File: src/rtl/preg_free_list.sv
// rtl/preg_free_list.sv - physical register free list with one-entry allocation stage
// Optional release checking is enabled by defining FREE_LIST_DFREE_CHECK_EN.
module preg_free_list #(
  parameter int NUM_PREGS = 64,
  parameter int NUM_ARCH  = 32
) (
  input  logic                           clk,
  input  logic                           rst,
  output logic                           alloc_valid,
  output logic [$clog2(NUM_PREGS)-1:0]   alloc_preg,
  input  logic                           alloc_ready,
  input  logic                           commit_valid,
  input  logic [$clog2(NUM_PREGS)-1:0]   commit_new,
  input  logic [$clog2(NUM_PREGS)-1:0]   commit_old,
  input  logic                           flush,
  output logic [$clog2(NUM_PREGS+1)-1:0] free_count,
  output logic                           err_double_free
);

  localparam int IW = $clog2(NUM_PREGS);
  localparam int CW = $clog2(NUM_PREGS+1);
  localparam logic [NUM_PREGS-1:0] RESET_FREE = {NUM_PREGS{1'b1}} << NUM_ARCH;

  typedef enum logic {EMPTY, STAGED} state_t;

  state_t               state;
  logic [NUM_PREGS-1:0] spec_free;
  logic [NUM_PREGS-1:0] arch_free;
  logic [NUM_PREGS-1:0] release_mask;
  logic [NUM_PREGS-1:0] claim_mask;
  logic [NUM_PREGS-1:0] arch_next;
  logic [NUM_PREGS-1:0] spec_next;
  logic [IW-1:0]        pick_idx;
  logic                 pick_any;
  logic                 reload;
  logic [CW-1:0]        pop_next;

  // Lowest-index free preg; scanning downward lets the last hit win.
  always_comb begin
    pick_any = 1'b0;
    pick_idx = '0;
    for (int i = NUM_PREGS-1; i >= 0; i--) begin
      if (spec_free[i]) begin
        pick_any = 1'b1;
        pick_idx = IW'(i);
      end
    end
  end

  // Selection looks only at the registered spec_free, so a release this cycle
  // becomes visible to the stage one cycle later.
  always_comb begin
    release_mask = '0;
    claim_mask   = '0;
    if (commit_valid) begin
      release_mask[commit_old] = 1'b1;
    end
    arch_next = arch_free | release_mask;
    if (commit_valid) begin
      arch_next[commit_new] = 1'b0;
    end
    reload = (state == EMPTY) || alloc_ready;
    if (pick_any && reload) begin
      claim_mask[pick_idx] = 1'b1;
    end
    if (flush) begin
      spec_next = arch_next;
    end else begin
      spec_next = (spec_free | release_mask) & ~claim_mask;
    end
  end

  always_comb begin
    pop_next = '0;
    for (int i = 0; i < NUM_PREGS; i++) begin
      pop_next = pop_next + CW'(spec_next[i]);
    end
  end

  always_ff @(posedge clk or posedge rst) begin
    if (rst) begin
      state       <= EMPTY;
      alloc_valid <= 1'b0;
      alloc_preg  <= '0;
      spec_free   <= RESET_FREE;
      arch_free   <= RESET_FREE;
      free_count  <= CW'(NUM_PREGS - NUM_ARCH);
    end else begin
      spec_free  <= spec_next;
      arch_free  <= arch_next;
      free_count <= pop_next;
      if (flush) begin
        state       <= EMPTY;
        alloc_valid <= 1'b0;
      end else begin
        case (state)
          EMPTY: begin
            if (pick_any) begin
              state       <= STAGED;
              alloc_valid <= 1'b1;
              alloc_preg  <= pick_idx;
            end
          end
          STAGED: begin
            if (alloc_ready) begin
              if (pick_any) begin
                alloc_preg <= pick_idx;
              end else begin
                state       <= EMPTY;
                alloc_valid <= 1'b0;
              end
            end
          end
          default: begin
            state       <= EMPTY;
            alloc_valid <= 1'b0;
          end
        endcase
      end
    end
  end

`ifdef FREE_LIST_DFREE_CHECK_EN
  // Releasing a preg that is already architecturally free, or retiring a preg onto itself.
  always_ff @(posedge clk or posedge rst) begin
    if (rst) begin
      err_double_free <= 1'b0;
    end else if (commit_valid && (arch_free[commit_old] || (commit_old == commit_new))) begin
      err_double_free <= 1'b1;
    end
  end
`else
  assign err_double_free = 1'b0;
`endif

endmodule

File: config.mk
export PLATFORM = sky130hd
export DESIGN_NAME = preg_free_list
export DESIGN_NICKNAME = d
export VERILOG_FILES = /design/src/rtl/preg_free_list.sv
export SDC_FILE = /design/constraint.sdc
export NUM_CORES = 1
export LEC_CHECK = 0
export ABC_AREA = 1
export CORE_ASPECT_RATIO = 1.4
export CORE_MARGIN = 5
export CORE_UTILIZATION = 45
export DETAILED_ROUTE_END_ITERATION = 8
export PLACE_DENSITY = 0.61
export SYNTH_ARGS = -nofsm -noshare
export SYNTH_HDL_FRONTEND = slang
export SYNTH_SLANG_ARGS = --single-unit
File: constraint.sdc
create_clock -name clk -period 8.1 [get_ports clk]
set_clock_uncertainty 0.15 [all_clocks]
set_input_delay 0.81 -clock clk [delete_from_list [all_inputs] [get_ports clk]]
set_output_delay 0.81 -clock clk [all_outputs]
set_load 0.02 [all_outputs]
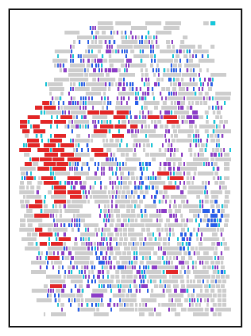
*Gate-type map*
red -> fa/ha/maj cells  # cells 69
purple -> nand cells  # cells 367
blue -> nor cells  # cells 247
cyan -> inv cells  # cells 200, where spread over the die

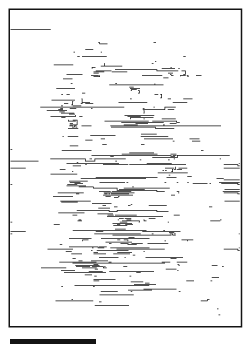
*The metal 3 layer*
Scale bar: 50 um.
wire length on this layer = 2780 um
longest straight run = 63.9 um
main direction = horizontal
nets with wire on the layer = 194
share of all routed wire = 7.3%

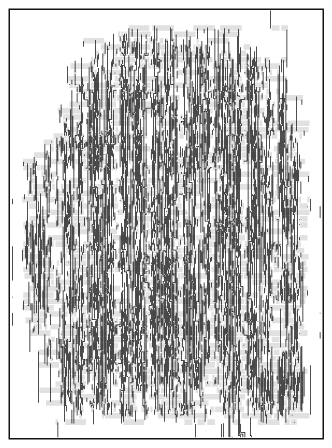
*The metal 2 layer*
Cells faint in the background.
longest straight run = 96.2 um
nets with wire on the layer = 1404
main direction = vertical

==> notes.md <==
The largest cell class by area is multi-input combinational cells. The launch point of the worst register-to-register path is recorded as spec_free[62]$_DFF_PP1_. The tools report the core utilization of the finished layout as 0.6353. The final reports fail on negative setup slack. The routed design shows a wire length per standard cell of 20.29 um. After floorplanning, the core was sized to cover 0.02113 mm^2. The post-CTS setup buffer count is 81, and the simple-gate share of the synthesized area is 0.2704. The worst path in the final design needs a cycle of 9.511 ns, including I/O delays and setup. The routed layout has 10350 vias.

The highest routing layer actually used was met5. The instance area at placement is 0.01192 mm^2, and the final cell count without fillers is 1874. In this run, CTS created clock tree buffers numbering 17. The run finished, with violations left. The run gives 0 as the number of nets with antenna violations after detailed routing.

The dominant cell by count in the synthesized netlist was nand2_1. Note that the worst hold path type here is reg2reg.

The run gives -1.411 ns as the least setup slack across all paths after layout. The H-tree depth is 4. The final weighted congestion of routability-driven global placement is 0.9663, and the max capacitance violation total is 0.

The number of clock sinks came out at 143. The combined flip-flop and latch cell area was 0.003660 mm^2. Counting only logic cells after layout, the most numerous master is nand2_1. The tools report the endpoint type of the worst setup path as a register. The run gives 63 as the number of rows in the core area.

The post-synthesis instance area came out at 0.009634 mm^2. The number of setup violations in the final report was 8. Most common cell type on the critical path: buf_4. The run gives 0.3904 for the multi-input combinational area share. The maximum single-stage delay on the critical path came out at 0.59 ns.
